### src/rtl/piso_serializer.sv
// Parallel-in/serial-out serializer: loads a WIDTH-bit word on a valid/ready
// handshake and shifts it out one bit per shift_en strobe, reloading gap-free on the last bit.
module piso_serializer #(
  parameter int unsigned WIDTH      = 8,
  parameter bit          LSB_FIRST  = 1'b1,
  parameter bit          IDLE_LEVEL = 1'b0
) (
  input  logic             clk,
  input  logic             rst_n,
  input  logic [WIDTH-1:0] par_data,
  input  logic             par_valid,
  output logic             par_ready,
  input  logic             shift_en,
  input  logic             abort,
  output logic             ser_data,
  output logic             ser_valid,
  output logic             ser_last,
  output logic             busy
);

  localparam int unsigned    CW       = (WIDTH > 1) ? $clog2(WIDTH) : 1;
  localparam logic [CW-1:0]  LAST_CNT = CW'(WIDTH - 1);
  localparam logic           ST_IDLE  = 1'b0;
  localparam logic           ST_SHIFT = 1'b1;

  logic             state_q, state_d;
  logic [WIDTH-1:0] shreg_q, shreg_d;
  logic [CW-1:0]    bit_cnt_q, bit_cnt_d;
  logic             ser_data_q, ser_data_d;
  logic             ser_last_q, ser_last_d;
  logic             load;
  logic [WIDTH-1:0] shifted;

  // Bit at the output end of the register for the configured bit order.
  function automatic logic out_bit(input logic [WIDTH-1:0] w);
    return LSB_FIRST ? w[0] : w[WIDTH-1];
  endfunction

  function automatic logic [WIDTH-1:0] shift_once(input logic [WIDTH-1:0] w);
    return LSB_FIRST ? (w >> 1) : (w << 1);
  endfunction

  // Ready also during the consuming cycle of the last bit, so a new word follows with no gap.
  assign par_ready = !abort &&
                     ((state_q == ST_IDLE) || ((state_q == ST_SHIFT) && ser_last_q && shift_en));
  assign load      = par_valid && par_ready;
  assign shifted   = shift_once(shreg_q);

  always_comb begin
    state_d    = state_q;
    shreg_d    = shreg_q;
    bit_cnt_d  = bit_cnt_q;
    ser_data_d = ser_data_q;
    ser_last_d = ser_last_q;
    if (abort) begin
      state_d    = ST_IDLE;
      shreg_d    = '0;
      bit_cnt_d  = '0;
      ser_data_d = IDLE_LEVEL;
      ser_last_d = 1'b0;
    end else if (load) begin
      state_d    = ST_SHIFT;
      shreg_d    = par_data;
      bit_cnt_d  = '0;
      ser_data_d = out_bit(par_data);
      ser_last_d = (LAST_CNT == '0);
    end else if ((state_q == ST_SHIFT) && shift_en) begin
      if (ser_last_q) begin
        state_d    = ST_IDLE;
        shreg_d    = '0;
        bit_cnt_d  = '0;
        ser_data_d = IDLE_LEVEL;
        ser_last_d = 1'b0;
      end else begin
        shreg_d    = shifted;
        bit_cnt_d  = bit_cnt_q + CW'(1);
        ser_data_d = out_bit(shifted);
        ser_last_d = ((bit_cnt_q + CW'(1)) == LAST_CNT);
      end
    end
  end

  always_ff @(posedge clk or negedge rst_n) begin
    if (!rst_n) begin
      state_q    <= ST_IDLE;
      shreg_q    <= '0;
      bit_cnt_q  <= '0;
      ser_data_q <= IDLE_LEVEL;
      ser_last_q <= 1'b0;
    end else begin
      state_q    <= state_d;
      shreg_q    <= shreg_d;
      bit_cnt_q  <= bit_cnt_d;
      ser_data_q <= ser_data_d;
      ser_last_q <= ser_last_d;
    end
  end

  assign ser_data  = ser_data_q;
  assign ser_valid = (state_q == ST_SHIFT);
  assign ser_last  = ser_last_q;
  assign busy      = ser_valid;

endmodule

### config.mk
export PLATFORM = sky130hd
export DESIGN_NAME = piso_serializer
export DESIGN_NICKNAME = d
export VERILOG_FILES = /design/src/rtl/piso_serializer.sv
export SDC_FILE = /design/constraint.sdc
export NUM_CORES = 1
export LEC_CHECK = 0
export ABC_AREA = 1
export CAP_MARGIN = 30
export CORE_UTILIZATION = 48
export CTS_CLUSTER_SIZE = 20
export DETAILED_ROUTE_END_ITERATION = 12
export PLACE_DENSITY = 0.76
export SLEW_MARGIN = 20
export SYNTH_ARGS = -nofsm -noshare
export SYNTH_HDL_FRONTEND = slang
export SYNTH_SLANG_ARGS = --single-unit
### constraint.sdc
create_clock -name clk -period 1.6 [get_ports clk]
set_clock_uncertainty 0.05 [all_clocks]
set_input_delay 0.24 -clock clk [delete_from_list [all_inputs] [get_ports clk]]
set_output_delay 0.24 -clock clk [all_outputs]
set_load 0.01 [all_outputs]
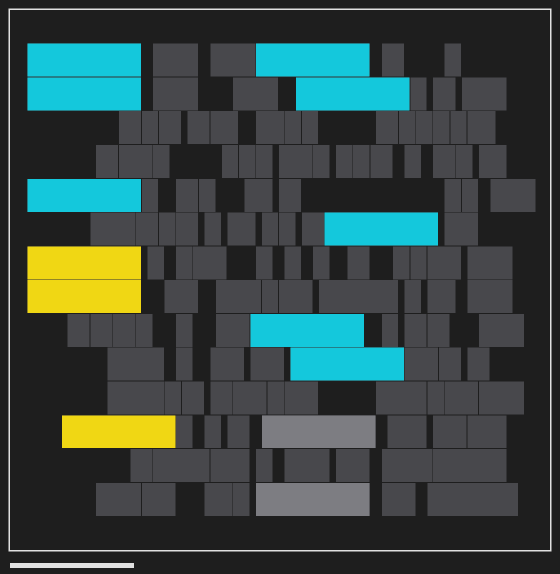
registers.png
Bar = 10 um. Other sequential cells in the stronger grey, the rest of the logic in the fainter grey.
Cyan is shreg_q, placed flops 8. Yellow is bit_cnt_q, placed flops 3.
Another 2 sequential cells are not coloured.
Sequential Area: 325 sq um
flip-flop and latch share of the layout cell area: 0.292

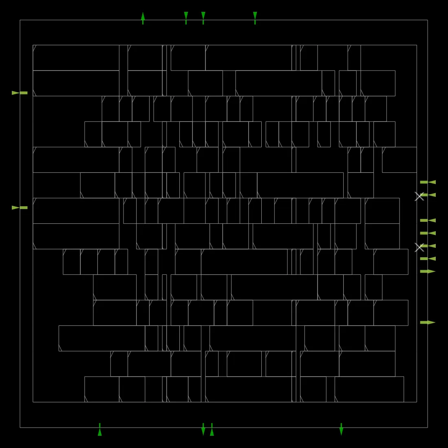
final_placement.png
count of inserted tapcells: 16
total of fill cells in the finished design: 133
number of rows created at floorplan: 14
final core occ: 0.714
core outline area: 1560 sq um

==> summary.txt <==
Flow results follow.

The flow ran to the end, but the final reports show violations. The final reports fail on design-rule violations. Subtracting the final worst setup slack from the clock period gives 1.45 ns. The H-tree depth is 1. Per the final timing report, the hold violations number 0. Of the total synthesized cell area, the portion taken by AND, OR, NAND and NOR gates is 0.423.

The total cells reported by yosys after synthesis is 106. The total wire length is between 1500 and 2000 um. In the final routed layout, each cell accounts on average for approximately 13 um. The height of the die is between 40 and 50 um. The relative contribution of the clock network to total power is 0.270. TritonCTS created 3 clock buffers. The launch point of the critical path was reported as ser_last$_DFFE_PN0P_. In this run, distinct cell masters in the synthesized netlist total 20. The kind of cell with the highest combined delay along the critical path is buffers and inverters. STA classifies the critical path startpoint as a register. The first TritonRoute pass finished after 8 iterations. The worst supply voltage drop on vdd is 476 uV.

Of the available clock period, the critical path in the final layout requires 0.909. The xor/xnor share of the synthesized area is 0. Excluding fillers, the count of instances in the completed layout stands at ~150. The first global-routing pass estimated 3260 um of wire. The clock sink count is 13. The max-cap check violation count is 0. STA classifies the critical path endpoint as an output port. In this run the cell area of the synthesized design comes to 826 sq um. The proportion of layout cells with a drive suffix above 1 is 0.191. After detailed routing, the number of remaining DRC violations is 4. The maximum number of pins on one net before global-route repair is 15.

The part of the power in combinational logic is 0.259. The launch point of the worst register-to-register path is recorded as busy$_DFFE_PN0P_. The largest individual stage delay along the critical path comes from the cell dfrtp_1.

The largest fanout of any net on the critical path is 10. The number of buffers inserted by post-CTS setup repair is 0. The fmax is 688 MHz.

The Yosys step of the flow raised 0 warnings. The mean cell area of the mapped netlist is 7.79 sq um. The buffer cell driving the clock tree root is clkbuf_4. The relative slew slack is 0.739. The fraction of power spent switching nets is 0.288. The leakage power is 0.578 nW. The data arrival time at the worst-slack endpoint is about 1.2 ns. The placer congestion estimate is 0.806. Hold is met by 0.205 ns.
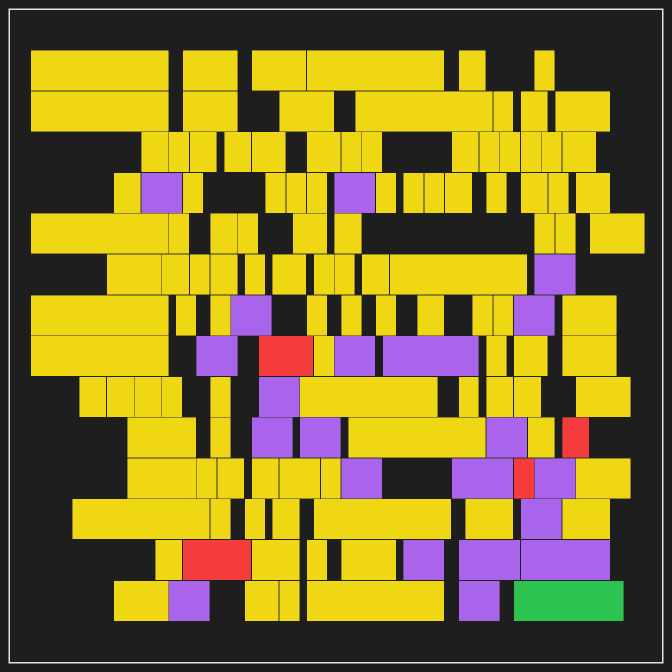
drive_strength.png
Green is drive 6 and up, cells 1, share 0.74%, most used buf_12. Red is drive 2, cells 4, share 2.9%. Yellow is drive 1 or less, cells 110, share 81%, most used nand2_1. Purple is drive 3 to 4, cells 21, share 15%, most used buf_4.
final non-filler cell area: 1110 sq um
final setup slack of the worst path: 0.145 ns
area growth from synthesis to final layout: 34.8%

[registers in the layout, indices dropped and copies added (netlist names)]
register   count
bit_cnt_q      3
shreg_q        8
busy           1
ser_last       1
[per-stage QoR]
| stage | cell area (sq um) | power (W) | TNS [ns] |
|---|---|---|---|
| floorplan | 826 | 0.000457 | 0 |
| global placement | 1100 | 0.000556 | -0.380 |
| detailed placement | 1100 | 0.000561 | -0.537 |
| CTS | 1120 | 0.000758 | 0 |
| global route | 1110 | 0.000797 | 0 |
| finish | 1110 | 0.000753 | 0 |
[layout by cell type (no fill, tap or decap), drive strengths merged]
cell	n
clkdlybuf4s50	13
dlygate4sd2	3
nand4	9
nand2	28
dfrtp	13
o211ai	1
o21ai	3
nor2	9
ha	2
inv	10
buf	15
nand3	23
clkbuf	5
a21oi	2
[area by class of cell]
cell class / instances / area (sq um)
Timing Repair Buffer: 32 / 287
Sequential cell: 13 / 325
Tap cell: 16 / 20.0
Inverter: 10 / 37.5
Fill cell: 133 / 445
Multi-Input combinational cell: 77 / 418
Clock buffer: 4 / 26.3
[worst register-to-register path: cells and delay by family (launching register included)]
kind                   cells  cell delay [ns]
buffers and inverters      1             0.16
and+or+nand+nor            5             0.59
DFF                        1             0.36
[per-layer routing]
metal	vias up	part of all wire	GRT usage
met2	14	0.50	0.367
met3	2	0.034	0.0667
li1	415	-	-
met5	-	0	0
met4	0	0.0068	0.0938
met1	370	0.46	0.316
[cells in the mapped netlist (all sizes together)]
cell type	instances	area, sq um
nand2	28	120
nand3	23	133
dfrtp	13	325
inv	10	37.5
nand4	9	62.6
nor2	9	33.8
buf	6	45.0
o21ai	3	15.0
a21oi	2	21.3
ha	2	25.0
o211ai	1	7.51
[power groups by stage]
stage | Sequential (W) | Clock, W | Combinational, W
finish | 0.000354 | 0.000203 | 0.000195
global route | 0.000355 | 0.000227 | 0.000215
CTS | 0.000354 | 0.000208 | 0.000196
detailed placement | 0.000360 | 0 | 0.000201
global placement | 0.000359 | 0 | 0.000197
floorplan | 0.000365 | 0 | 0.0000922
[cells by family after synthesis]
group	after synthesis
buffers and inverters	16
adders and majority gates	2
DFF	13
AOI/OAI and AO/OA	6
and+or+nand+nor	69
[final timing paths]
| path | end | slack [ns] | cells after the start |
|---|---|---|---|
| setup / recovery | ser_last | 0.15 | 2 |
| hold / removal | bit_cnt_q[2]$_DFFE_PN0P_ | 0.20 | 2 |
| min in group clk | shreg_q[3]$_DFFE_PN0P_ | 0.46 | 2 |
| setup reg to reg | shreg_q[5]$_DFFE_PN0P_ | 0.33 | 6 |
| hold reg to reg | shreg_q[3]$_DFFE_PN0P_ | 0.46 | 2 |
| max in group asynchronous | shreg_q[1]$_DFFE_PN0P_ | 1.13 | 2 |
[what timing repair did]
| action | 4_1_cts | 5_1_grt |
|---|---|---|
| endpoints found under the setup margin | 4 | 1 |
| hold buffers | 0 | 0 |
| gates resized | 4 | 2 |
| pin swaps | 0 | 0 |
Power is estimated from default activity; no workload was simulated.
